$ cat config.mk
export PLATFORM = sky130hd
export DESIGN_NAME = share_unmasker_flat
export DESIGN_NICKNAME = d
export VERILOG_FILES = /design/src/rtl/share_unmasker_if.sv /design/src/rtl/share_unmasker.sv /design/src/flat_wrapper.sv
export SDC_FILE = /design/constraint.sdc
export NUM_CORES = 1
export LEC_CHECK = 0
export CORE_ASPECT_RATIO = 0.6
export CORE_MARGIN = 4
export CORE_UTILIZATION = 55
export CTS_BUF_LIST = sky130_fd_sc_hd__clkbuf_4
export DETAILED_ROUTE_END_ITERATION = 12
export DONT_BUFFER_PORTS = 1
export PLACE_DENSITY = 0.75
export SYNTH_ARGS = -nofsm -noshare
export SYNTH_HDL_FRONTEND = slang
export SYNTH_SLANG_ARGS = --single-unit
export TNS_END_PERCENT = 20
$ cat constraint.sdc
create_clock -name clk -period 2.3 [get_ports clk]
set_clock_uncertainty 0.2 [all_clocks]
set_input_delay 0.575 -clock clk [delete_from_list [all_inputs] [get_ports clk]]
set_output_delay 0.575 -clock clk [all_outputs]
set_load 0.02 [all_outputs]
$ cat src/rtl/share_unmasker_if.sv
// Share-beat input and unmasked-word output handshakes of the unmasker.
interface share_unmasker_if #(
   parameter int WIDTH = 256
);
   logic             in_valid;
   logic             in_ready;
   logic [WIDTH-1:0] in_share;
   logic             out_valid;
   logic             out_ready;
   logic [WIDTH-1:0] out_data;

   modport master (
      output in_valid,
      output in_share,
      output out_ready,
      input  in_ready,
      input  out_valid,
      input  out_data
   );

   modport slave (
      input  in_valid,
      input  in_share,
      input  out_ready,
      output in_ready,
      output out_valid,
      output out_data
   );
endinterface

$ cat src/rtl/share_unmasker.sv
// XOR-recombines SHARES serially delivered shares into one plaintext word.
module share_unmasker #(
   parameter int SHARES = 3,
   parameter int WIDTH  = 256
) (
   input  logic           clk,
   input  logic           rst_n,
   input  logic           flush,
   share_unmasker_if.slave bus,
   output logic           busy
);

   localparam int CW = $clog2(SHARES);
   localparam logic [CW-1:0] LAST = CW'(SHARES - 1);

   typedef enum logic [1:0] {
      IDLE = 2'd0,
      ACC  = 2'd1,
      OUT  = 2'd2
   } state_t;

   state_t           state;
   state_t           state_n;
   logic [WIDTH-1:0] acc;
   logic [WIDTH-1:0] acc_n;
   logic [CW-1:0]    cnt;
   logic [CW-1:0]    cnt_n;
   logic             beat;

   always_ff @(posedge clk or negedge rst_n) begin
      if (!rst_n) begin
         state <= IDLE;
         acc   <= '0;
         cnt   <= '0;
      end else begin
         state <= state_n;
         acc   <= acc_n;
         cnt   <= cnt_n;
      end
   end

   assign beat = bus.in_valid & bus.in_ready;

   always_comb begin
      state_n = state;
      acc_n   = acc;
      cnt_n   = cnt;
      unique case (state)
         IDLE: begin
            if (beat) begin
               acc_n   = bus.in_share;
               cnt_n   = CW'(1);
               state_n = ACC;
            end
         end
         ACC: begin
            if (beat) begin
               acc_n = acc ^ bus.in_share;
               cnt_n = cnt + CW'(1);
               if (cnt == LAST) state_n = OUT;
            end
         end
         OUT: begin
            // scrub the recombined word once it has been handed off
            if (bus.out_ready) begin
               acc_n   = '0;
               cnt_n   = '0;
               state_n = IDLE;
            end
         end
         default: begin
            acc_n   = '0;
            cnt_n   = '0;
            state_n = IDLE;
         end
      endcase
      if (flush) begin
         acc_n   = '0;
         cnt_n   = '0;
         state_n = IDLE;
      end
   end

   // partial sums never reach the port; only a finished word is exposed
   assign bus.in_ready  = rst_n & (state != OUT);
   assign bus.out_valid = (state == OUT);
   assign bus.out_data  = (state == OUT) ? acc : '0;
   assign busy          = (state != IDLE);

endmodule

$ cat src/flat_wrapper.sv
// flat-port wrapper written by rule: the top's interface ports become plain ports
module share_unmasker_flat 
#(
   parameter int SHARES = 3,
   parameter int WIDTH  = 256
)
  (clk, rst_n, flush, busy, bus_in_valid, bus_in_share, bus_out_ready, bus_in_ready, bus_out_valid, bus_out_data);
  share_unmasker_if #(.WIDTH(WIDTH)) bus_i ();
  input  logic clk;
  input  logic rst_n;
  input  logic flush;
  output logic busy;
  input wire logic [$bits(bus_i.in_valid)-1:0] bus_in_valid;
  input wire logic [$bits(bus_i.in_share)-1:0] bus_in_share;
  input wire logic [$bits(bus_i.out_ready)-1:0] bus_out_ready;
  output wire logic [$bits(bus_i.in_ready)-1:0] bus_in_ready;
  output wire logic [$bits(bus_i.out_valid)-1:0] bus_out_valid;
  output wire logic [$bits(bus_i.out_data)-1:0] bus_out_data;
  assign bus_i.in_valid = bus_in_valid;
  assign bus_i.in_share = bus_in_share;
  assign bus_i.out_ready = bus_out_ready;
  assign bus_in_ready = bus_i.in_ready;
  assign bus_out_valid = bus_i.out_valid;
  assign bus_out_data = bus_i.out_data;
  share_unmasker #(.SHARES(SHARES), .WIDTH(WIDTH)) u_core (.clk(clk), .rst_n(rst_n), .flush(flush), .bus(bus_i), .busy(busy));
endmodule
run_1/m3.png
Drawn at 2 px/um.
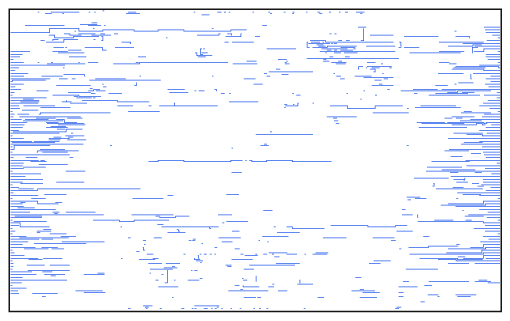
share of all routed wire: 8.9%
wire length on this layer: 5,640 um

run_1/gates.png
Drawn at 2 px/um.
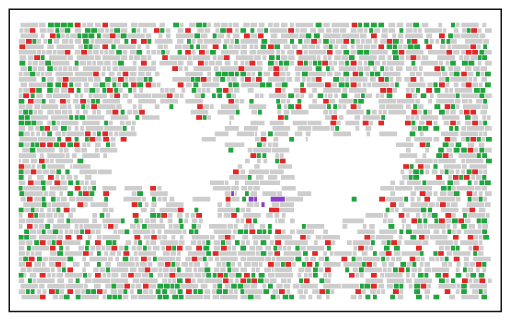
legend:
  green:
    family: and/or cells
    cells: 515
    where: all over the die
  purple:
    family: aoi and oai cells
    cells: 5
  red:
    family: non-inverting ao/oa cells
    cells: 258
    where: all over the die

run_1/congestion_map.png
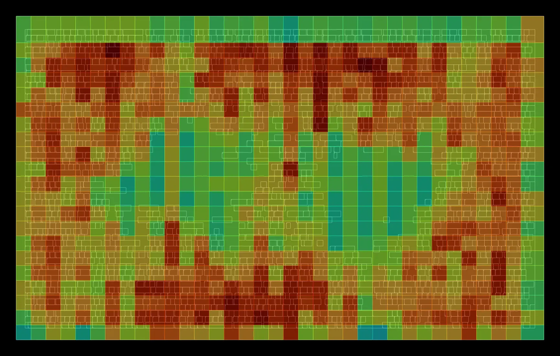
routing usage on met3: 7.97%
Top Usage Layer GRT: met2

run_1/class_map.png
Drawn at 2 px/um. Fill, decap, tap and diode cells in gray.
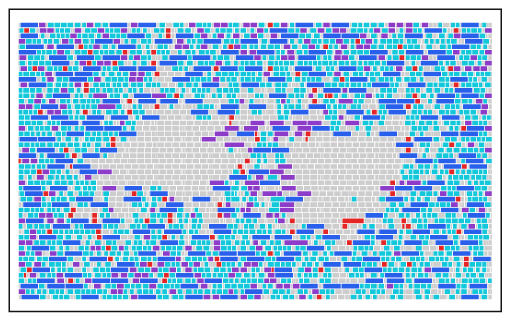
legend:
  blue:
    class: sequential cells
    cells: 260
    share_of_their_area: 30%
  cyan:
    class: remaining logic cells
    cells: 1,556
    share_of_their_area: 53%
  purple:
    class: remaining buffers and delay cells
    cells: 275
    share_of_their_area: 14%
  red:
    class: clock drivers and dummy loads
    cells: 115
    share_of_their_area: 3.9%

==> impl_metrics.env, run 1 <==
# yosys + openroad results
export IMPL_fillCellCount=2326
export IMPL_cpMostUsedCell="buf_12"
export IMPL_log_warning_count=39
export IMPL_grt_pass1_vias=17179
export IMPL_syn_mean_instance_area_um2=9.21
export IMPL_hpwl_um=35700
export IMPL_fin_area_mm2=0.0226
export IMPL_clk_pin_slew_ns=0.07
export IMPL_htreeDepth=3
export IMPL_synthDistinctLibCells=24
export IMPL_top_area_cell="dfrtp_1"
export IMPL_arrival_ns=2.07
export IMPL_netlist_area_mm2=0.0186
export IMPL_p_leak_nw=12.5
export IMPL_fmax_ghz=0.352
export IMPL_worstSkewPairLatency_ns=0.70
export IMPL_grt_max_degree=265
export IMPL_drt_total_wl_um=63300
export IMPL_crit_chain="nor2b_4 -> buf_12 -> buf_12 -> and2_2"
export IMPL_worst_slack_ns=-0.542
export IMPL_violations="negative hold slack, negative setup slack"
export IMPL_drtAntennaViolNets=0
export IMPL_min_path_type="in -> async"
export IMPL_ys_seq_elements=260
export IMPL_fp_util_pct=56.5
export IMPL_area_growth_pct=21.5
export IMPL_cts_tree="done"
export IMPL_ff2ff_path_depth=5
export IMPL_syn_inst=2017
export IMPL_detail_route_iter0_violations=1898
export IMPL_ys_sh_adder_pct=0.0674
export IMPL_avgRoutedWirePerCell_um=23.8
export IMPL_grt_pass1_wl_um=94300
export IMPL_status="finished, violations left"
export IMPL_ys_warnings_count=0
export IMPL_r2r_start="u_core.state[1]"
export IMPL_cts_sinks=260
export IMPL_final_setup_viol_count=259
export IMPL_compound_area_share_pct=12.4
export IMPL_io_buffers=0
export IMPL_synthesis_nets=2279
export IMPL_max_stage_delay_ns=0.50
export IMPL_critPathLaunch="u_core.state[0]"
export IMPL_whs_ns=-0.633
export IMPL_placed_cells=2325
export IMPL_required_ns=1.52
export IMPL_grt_usage_pct=31.2
export IMPL_max_cap_viol_count=0
export IMPL_via_count=17463
export IMPL_drive_above_1_share_pct=19.8
export IMPL_fin_crit_sh_pct=124
export IMPL_power_density_mw_per_mm2=586
export IMPL_synth_seq_share_pct=35.0
export IMPL_io_pins=520
export IMPL_antenna_found_initial=7
export IMPL_crit_type="reg -> out"
export IMPL_drc_errors=0
export IMPL_top_area_share_pct=35.0
export IMPL_routed_via_density=6.56
export IMPL_rsz0062_at_grt="yes"
export IMPL_layout_top_cell="dfrtp_1"
export IMPL_grt_ovfl_total=0
export IMPL_cp_start_kind="flip-flop"
export IMPL_ir_drop_mv=0.377
export IMPL_cts_buffers=70
export IMPL_hold_viol=262
export IMPL_fin_util_pct=68.7
export IMPL_logic_family="simple AND/OR/NAND/NOR gates"
## run 1: logic make-up after synthesis
group | after synthesis
AND/OR/NAND/NOR | 1034
AND-OR/OR-AND | 263
flip-flops | 260
XOR/XNOR | 256
buffers and inverters | 202
multiplexers | 1
adder cells (fa/ha/maj) | 1
## run 1: layout make-up
cell class | instances | area (um^2) | area share (%)
multi-input combinational | 1555 | 11600 | 51.4
inverter | 1 | 3.75 | 0.0166
antenna | 8 | 20.0 | 0.0887
timing repair buffer | 275 | 3020 | 13.4
tap | 450 | 563 | 2.49
clock inverter | 10 | 63.8 | 0.283
sequential | 260 | 6510 | 28.9
clock buffer | 105 | 788 | 3.49
## run 1: critical path, delay by kind of cell (launching register included)
kind / cells / cell delay (ns)
buffers and inverters: 2 / 0.39
flip-flops: 1 / 0.50
AND/OR/NAND/NOR: 2 / 0.45
## run 1: cell usage after synthesis
master and number:
dfrtp_1 260, and3_1 257, nand2b_1 257, a211o_1 256, and2_1 256, nor4_1 256
xor2_1 256, clkbuf_1 128, buf_2 39, buf_6 29, buf_1 4, a21oi_1 3
a21o_1 2, nor2_1 2, nor2b_1 2, or2_2 2, a211oi_1 1, a211oi_4 1
buf_4 1, ha_1 1, inv_1 1, mux2_2 1, nand3b_1 1, nor4b_1 1
## run 1: metrics by stage
stage / TNS, ns / hold slack (ns) / worst slack (ns) / power [mW]
2_1_floorplan: 0 / 0.0794 / 0.0742 / 7.94
3_3_place_gp: 0 / 0.0859 / 0.117 / 8.26
3_5_place_dp: 0 / 0.0864 / 0.112 / 8.48
4_1_cts: -150.85 / -0.721 / -0.633 / 13.0
5_1_grt: -157.23 / -0.718 / -0.676 / 13.9
6_report: -123.08 / -0.633 / -0.542 / 13.2
## run 1: flip-flops by register name (all words and copies together) (netlist names)
register and cells:
u_core.acc 256, u_core.cnt 2, u_core.state 2
## run 1: repair_timing
action,in CTS,in global routing
setup buffers,0,1
endpoints found under the hold margin,518,398
hold buffers,150,63
pin swaps,24,1
endpoints found under the setup margin,259,260
cloned,1,1
gates resized,284,154
## run 1: report_power, final
group	switching [mW]	total (mW)	leakage, nW	internal (mW)
clock network	2.08	4.25	0.517	2.18
logic	1.24	2.87	8.62	1.63
registers	0.787	6.11	3.35	5.32
total	4.11	13.2	12.5	9.13
## run 1: per-layer routing
layer  global-route usage [%]  share of wire, %  wire length, um  vias to the layer above
met5                        0             0.021               13                        -
li1                         -                 -                -                     7585
met1                     38.5                38            24000                     8585
met4                     14.9               4.8             3050                        2
met2                     51.5                48            30600                     1041
met3                     7.97               8.9             5640                      250
## run 1: path summary, 6_finish.rpt
kind,end,slack [ns]
worst max-delay path,bus_out_data[153],-0.54
worst min-delay path,u_core.acc[3],-0.63
worst max register to register,u_core.state[0],0.12
worst min register to register,u_core.cnt[1],0.29
max in group asynchronous,u_core.acc[165],1.78
min in group clk,u_core.state[1],-0.07
run_1/sizing.png
Drawn at 2 px/um.
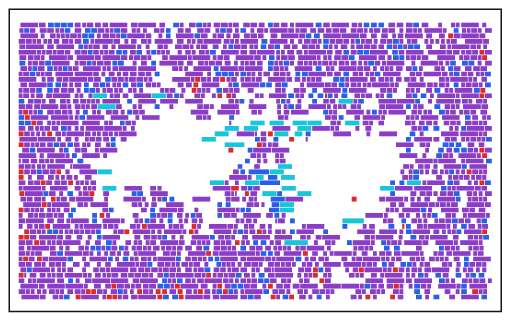

## Run 2: what changed since run 1
Settings changed: TNS_END_PERCENT 20 to 30.
run_2/sizing.png
Drawn at 2 px/um.
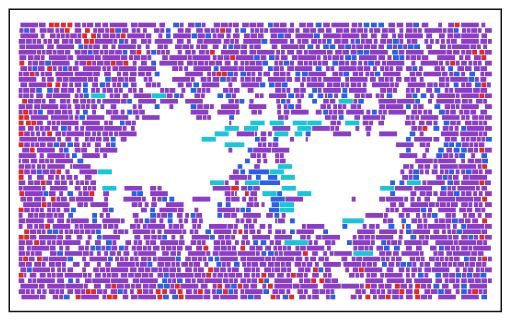
legend:
  red:
    size: x2
    cells: 115
    share: 5.1%
    most_used: and2_2
  purple:
    size: x1 and smaller
    cells: 1,824
    share: 81%
    most_used: dfrtp_1
  blue:
    size: x3 and x4
    cells: 274
    share: 12%
    most_used: and2_4
  cyan:
    size: x6 and larger
    cells: 33
    share: 1.5%
    most_used: buf_12

==> impl_metrics.env, run 2 <==
# yosys + openroad results
export IMPL_antenna_found_initial=6
export IMPL_fmax_ghz=0.351
export IMPL_cts_buffers=70
export IMPL_worst_pin_slew_ns=0.896
export IMPL_reg_top3="u_core.acc (256), u_core.cnt (2), u_core.state (2)"
export IMPL_drt_total_wl_um=64900
export IMPL_yosysCellCount=2017
export IMPL_grt_ovfl_total=0
export IMPL_min_path_type="in -> async"
export IMPL_layout_top_cell="dfrtp_1"
export IMPL_fp_dieW_um=245
export IMPL_chipArea_mm2=0.0369
export IMPL_drc_errors=0
export IMPL_ys_sh_adder_pct=0.0674
export IMPL_async_reset_ff_share_pct=100
export IMPL_grt_pass1_vias=17130
export IMPL_edf_count=0
export IMPL_setup_tns_final_ns=-125.41
export IMPL_die_y_um=150
export IMPL_reg2reg_slack_ns=0.07
export IMPL_ys_warnings_count=0
export IMPL_top_area_cell="dfrtp_1"
export IMPL_final_setup_viol_count=259
export IMPL_r2r_end="u_core.state[0]"
export IMPL_power_density_mw_per_mm2=583
export IMPL_grt_util_met2_pct=51.2
export IMPL_r2r_start="u_core.state[1]"
export IMPL_grt_pass1_wl_um=93700
export IMPL_worstPathMaxFanout=28
export IMPL_syn_inst=2017
export IMPL_routed_via_density=6.62
export IMPL_regMostFlops="u_core.acc"
export IMPL_slew_headroom_pct=40.3
export IMPL_gr_usage_met3_pct=7.78
export IMPL_std_cell_rows=51
export IMPL_ff2ff_path_depth=5
export IMPL_cp_start_kind="flip-flop"
export IMPL_compound_area_share_pct=12.4
export IMPL_rsz0062_at_grt="yes"
export IMPL_busiest_layer="met2"
export IMPL_hold_viol=260
export IMPL_total_power_mw=13.4
export IMPL_whs_ns=-0.628
export IMPL_drtAntennaViolNets=0
export IMPL_arrival_ns=2.07
export IMPL_mux_share_pct=0.0606
export IMPL_lay_top_cells="dfrtp_1, nand2b_1, and3_1"
export IMPL_gp_congestion=0.848
export IMPL_syn_mean_instance_area_um2=9.21
export IMPL_gr_usage_met1_pct=38.5
export IMPL_worstSkewPairLatency_ns=0.71
export IMPL_ys_flop_type="dfrtp_1"
export IMPL_netlist_area_mm2=0.0186
export IMPL_fin_crit_sh_pct=124
export IMPL_worst_slack_ns=-0.546
export IMPL_io_buffers=0
export IMPL_timing_final_crit_period_ns=2.85
export IMPL_detail_route_iter0_violations=1873
export IMPL_netlist_top_cells_count="dfrtp_1, and3_1, nand2b_1"
export IMPL_fp_util_pct=56.5
export IMPL_cts_tree="done"
export IMPL_avgRoutedWirePerCell_um=24.0
export IMPL_fin_area_mm2=0.0229
export IMPL_coreArea_mm2=0.0329
export IMPL_clockRootBuffer="clkbuf_4"
export IMPL_synth_seq_share_pct=35.0
export IMPL_required_ns=1.52
export IMPL_top_area_share_pct=35.0
export IMPL_status="finished, violations left"
export IMPL_setup_worst_path_end_class="primary output"
export IMPL_htreeDepth=3
export IMPL_dp_slack_ns=0.112
export IMPL_p_leak_nw=12.6
export IMPL_via_count=17902
export IMPL_logic_family="simple AND/OR/NAND/NOR gates"
export IMPL_synthesis_nets=2279
export IMPL_crit_type="reg -> out"
export IMPL_area_leaders="dfrtp_1, a211o_1, xor2_1"
export IMPL_max_cap_viol_count=0
export IMPL_hpwl_um=35700
export IMPL_largest_reg_flops=256
export IMPL_first_pass_iters=5
export IMPL_xor_area_share_pct=12.1
export IMPL_fillCellCount=2254
export IMPL_ys_seq_elements=260
export IMPL_violations="negative hold slack, negative setup slack"
export IMPL_grt_max_degree=265
export IMPL_fin_nets=2465
export IMPL_drive_above_1_share_pct=18.8
export IMPL_post_synth_top_count_cell="dfrtp_1"
export IMPL_clk_pin_slew_ns=0.07
export IMPL_log_warning_count=39
export IMPL_placed_area_mm2=0.0189
export IMPL_ir_drop_mv=0.377
export IMPL_cts_sinks=260
export IMPL_area_growth_pct=23.3
export IMPL_grt_usage_pct=31.0
export IMPL_clock_path_buffers=3
export IMPL_simple_gate_share_pct=34.8
export IMPL_ys_area_mm2=0.0186
export IMPL_synthDistinctLibCells=24
export IMPL_drv_slew=0
export IMPL_io_pins=520
-- run 2: cell types whose count changed in the layout (fill, tap and decap cells not counted) --
cell | previous run | this run
and2_4 | 174 | 133
dlygate4sd3_1 | 213 | 253
buf_4 | 29 | 30
or2_2 | 1 | 2
and2_1 | 0 | 14
or2_4 | 1 | 0
and2_2 | 82 | 109
clkbuf_16 | 1 | 0
buf_16 | 1 | 2
buf_6 | 2 | 1
diode_2 | 8 | 7
-- run 2: worst max-delay path, cell delays in order, from the launching register on --
cell and delay (ns):
dfrtp_4 0.50, nor2b_4 0.21, buf_12 0.21, buf_12 0.18, and2_2 0.24
-- run 2: how the worst max path moves through the flow --
stage,startpoint,endpoint,slack (ns),cells after the start
after CTS,u_core.state[0],bus_out_data[198],-0.63,4
final,u_core.state[0],bus_out_data[150],-0.55,4
after floorplan,u_core.state[1],bus_out_data[100],0.07,6
after detailed placement,u_core.state[0],bus_out_data[160],0.11,4
after global routing,u_core.state[0],bus_out_data[190],-0.67,4
after global placement,u_core.state[0],bus_out_data[160],0.12,4
-- run 2: metrics by stage --
step	std cells	utilization, %
after global routing	2701	69.7
after floorplan	2017	-
after global placement	2325	57.6
final	2703	69.7
after detailed placement	2325	57.6
after CTS	2591	65.6
-- run 2: cell type report --
| cell class | instances | area (um^2) | area share, % |
|---|---|---|---|
| flip-flops and latches | 260 | 6510 | 28.5 |
| diodes | 7 | 17.5 | 0.0765 |
| clock inverters | 10 | 63.8 | 0.279 |
| repair buffers | 315 | 3420 | 14.9 |
| clock buffers | 105 | 788 | 3.44 |
| inverters | 1 | 3.75 | 0.0164 |
| well taps | 450 | 563 | 2.46 |
| multi-input cells | 1555 | 11500 | 50.3 |
-- run 2: metal layers --
layer | share of wire, % | up-vias | wire length [um]
li1 | - | 7687 | -
met1 | 37 | 8761 | 24200
met2 | 48 | 1190 | 31400
met3 | 9.4 | 262 | 6100
met4 | 5.0 | 2 | 3250
met5 | 0.020 | - | 13
-- run 2: report_power, final --
part	switching, mW	leakage, nW	internal [mW]	total (mW)
combinational	1.30	8.75	1.68	2.98
sequential	0.790	3.35	5.32	6.11
clock	2.09	0.517	2.17	4.27
-- run 2: timing repair --
action,4_1_cts,5_1_grt
setup buffers,0,1
hold buffers,150,104
cloned,1,0
resized,188,193
pin swaps,5,12
endpoints found under the hold margin,518,399
setup endpoints to repair,259,260
-- run 2: kinds of logic after synthesis --
group | Yosys count
AND-OR/OR-AND | 263
XOR/XNOR | 256
adder cells (fa/ha/maj) | 1
buffers and inverters | 202
flip-flops | 260
multiplexers | 1
AND/OR/NAND/NOR | 1034
run_2/class_map.png
Drawn at 2 px/um. Fill, decap, tap and diode cells in gray.
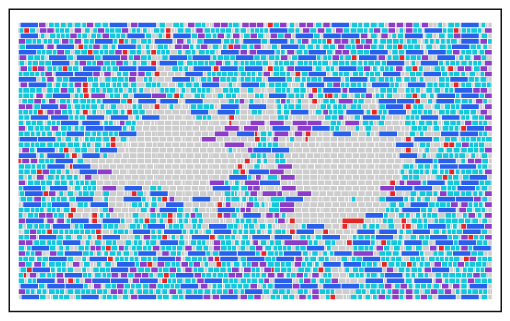

## Run 3: what changed since run 2
Settings changed: SETUP_SLACK_MARGIN from default to 0.5.
run_3/class_map.png
Drawn at 2 px/um. Fill, decap, tap and diode cells in gray.
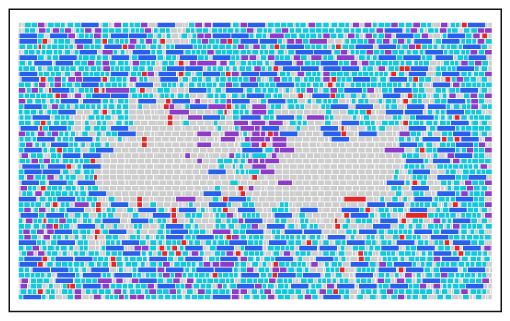
legend:
  red:
    class: clock drivers and dummy loads
    cells: 113
    share_of_their_area: 3.9%
  purple:
    class: remaining buffers and delay cells
    cells: 263
    share_of_their_area: 14%
  cyan:
    class: remaining logic cells
    cells: 1,556
    share_of_their_area: 53%
  blue:
    class: sequential cells
    cells: 260
    share_of_their_area: 30%

==> impl_metrics.env, run 3 <==
# yosys + openroad results
export IMPL_reg_top3="u_core.acc (256), u_core.cnt (2), u_core.state (2)"
export IMPL_clk_pin_slew_ns=0.07
export IMPL_area_growth_pct=21.6
export IMPL_worstSkewPairLatency_ns=0.70
export IMPL_lay_top_cells="dfrtp_1, nand2b_1, and3_1"
export IMPL_worst_slack_ns=-0.526
export IMPL_hpwl_um=35900
export IMPL_ys_seq_elements=260
export IMPL_grt_pass1_wl_um=93400
export IMPL_fin_area_mm2=0.0226
export IMPL_drt_total_wl_um=64900
export IMPL_fp_util_pct=56.5
export IMPL_drc_errors=0
export IMPL_worstPathMaxFanout=38
export IMPL_fin_nets=2412
export IMPL_fp_dieW_um=245
export IMPL_layout_top_cell="dfrtp_1"
export IMPL_largest_reg_flops=256
export IMPL_hold_viol=260
export IMPL_std_cell_rows=51
export IMPL_grt_usage_pct=31.0
export IMPL_final_setup_viol_count=426
export IMPL_grt_pass1_vias=16909
export IMPL_gp_congestion=0.865
export IMPL_grt_ovfl_total=0
export IMPL_area_leaders="dfrtp_1, a211o_1, xor2_1"
export IMPL_htreeDepth=3
export IMPL_detail_route_iter0_violations=1859
export IMPL_clock_path_buffers=3
export IMPL_cts_sinks=260
export IMPL_ys_flop_type="dfrtp_1"
export IMPL_fmax_ghz=0.354
export IMPL_syn_inst=2017
export IMPL_drtAntennaViolNets=0
export IMPL_antenna_found_initial=4
export IMPL_cts_tree="done"
export IMPL_first_pass_iters=6
export IMPL_min_path_type="in -> async"
export IMPL_violations="negative hold slack, negative setup slack"
export IMPL_slew_headroom_pct=29.2
export IMPL_die_y_um=150
export IMPL_top_area_cell="dfrtp_1"
export IMPL_synthesis_nets=2279
export IMPL_whs_ns=-0.642
export IMPL_chipArea_mm2=0.0369
export IMPL_avgRoutedWirePerCell_um=24.5
export IMPL_p_leak_nw=12.5
export IMPL_drv_slew=0
export IMPL_log_warning_count=40
export IMPL_ys_area_mm2=0.0186
export IMPL_drive_above_1_share_pct=19.2
export IMPL_netlist_area_mm2=0.0186
export IMPL_grt_max_degree=265
export IMPL_post_synth_top_count_cell="dfrtp_1"
export IMPL_yosysCellCount=2017
export IMPL_synth_seq_share_pct=35.0
export IMPL_status="finished, violations left"
export IMPL_ys_warnings_count=0
export IMPL_top_area_share_pct=35.0
export IMPL_via_count=17606
export IMPL_rsz0062_at_grt="yes"
export IMPL_io_pins=520
export IMPL_setup_worst_path_end_class="primary output"
export IMPL_netlist_top_cells_count="dfrtp_1, and3_1, nand2b_1"
export IMPL_fin_crit_sh_pct=123
export IMPL_max_cap_viol_count=0
export IMPL_cts_buffers=69
export IMPL_crit_type="reg -> out"
export IMPL_regMostFlops="u_core.acc"
export IMPL_placed_area_mm2=0.0192
export IMPL_io_buffers=0
export IMPL_setup_tns_final_ns=-132.22
export IMPL_clockRootBuffer="clkbuf_4"
export IMPL_routed_via_density=6.65
export IMPL_fin_util_pct=68.7
export IMPL_required_ns=1.52
export IMPL_synthDistinctLibCells=24
export IMPL_syn_mean_instance_area_um2=9.21
export IMPL_edf_count=0
export IMPL_power_density_mw_per_mm2=587
export IMPL_dp_slack_ns=0.0924
export IMPL_cp_start_kind="flip-flop"
export IMPL_arrival_ns=2.05
export IMPL_timing_final_crit_period_ns=2.83
export IMPL_ir_drop_mv=0.588
export IMPL_worst_pin_slew_ns=1.06
export IMPL_async_reset_ff_share_pct=100
export IMPL_coreArea_mm2=0.0329
run 3: cell type report:
type / count / area, um^2
multi-input combinational: 1555 / 11600
tap: 450 / 563
clock buffer: 100 / 751
antenna: 6 / 15.0
timing repair buffer: 263 / 3000
sequential: 260 / 6510
clock inverter: 13 / 103
fill: 2346 / 10300
inverter: 1 / 3.75
run 3: path summary, 6_finish.rpt:
path,from,endpoint,slack (ns),depth (start not counted)
max,u_core.state[0],bus_out_data[216],-0.53,4
min,rst_n,u_core.acc[0],-0.64,0
max reg2reg,u_core.state[1],u_core.acc[25],-0.10,8
min reg2reg,u_core.cnt[1],u_core.cnt[1],0.29,1
max in group asynchronous,rst_n,u_core.state[1],1.56,0
min in group clk,bus_in_share[20],u_core.acc[20],0,3
run 3: per-layer routing:
layer / track usage [%] / vias to the layer above / wire length, um
li1: - / 7569 / -
met3: 9.81 / 269 / 6480
met2: 51.1 / 1094 / 31000
met5: 0 / - / 0
met4: 13.2 / 0 / 2850
met1: 37.9 / 8674 / 24600
run 3: metrics by stage:
step | hold WS, ns | total power [mW] | cells
finish | -0.642 | 13.3 | 2648
detailed placement | 0.0841 | 8.55 | 2306
CTS | -0.726 | 13.0 | 2516
global placement | 0.0851 | 8.34 | 2306
floorplan | 0.0794 | 7.98 | 2017
global route | -0.719 | 13.9 | 2646
run 3: worst max-delay path, cell delays in order (launching register included):
cell	delay, ns
dfrtp_4	0.49
nor2b_4	0.18
buf_12	0.21
buf_16	0.22
and2_4	0.21
run 3: logic make-up after synthesis:
group / Yosys count / share of synthesized area [%]
AND/OR/NAND/NOR: 1034 / 34.8
adder cells (fa/ha/maj): 1 / 0.0674
AND-OR/OR-AND: 263 / 12.4
XOR/XNOR: 256 / 12.1
multiplexers: 1 / 0.0606
flip-flops: 260 / 35.0
buffers and inverters: 202 / 5.54
run 3: what timing repair did:
item | CTS | global route
endpoints found under the setup margin | 516 | 517
buffers inserted | 5 | 4
pin swaps | 31 | 15
hold buffers | 88 | 116
endpoints found under the hold margin | 519 | 374
cloned | 4 | 6
gates resized | 79 | 32
run 3: where the power goes:
| group | switching, mW | total [mW] | internal (mW) | leakage (nW) |
|---|---|---|---|---|
| Clock | 2.06 | 4.26 | 2.20 | 0.511 |
| Combinational | 1.21 | 2.80 | 1.59 | 8.61 |
| Sequential | 0.869 | 6.19 | 5.32 | 3.35 |
No activity file was given, so power comes from the tool's default toggle rates.
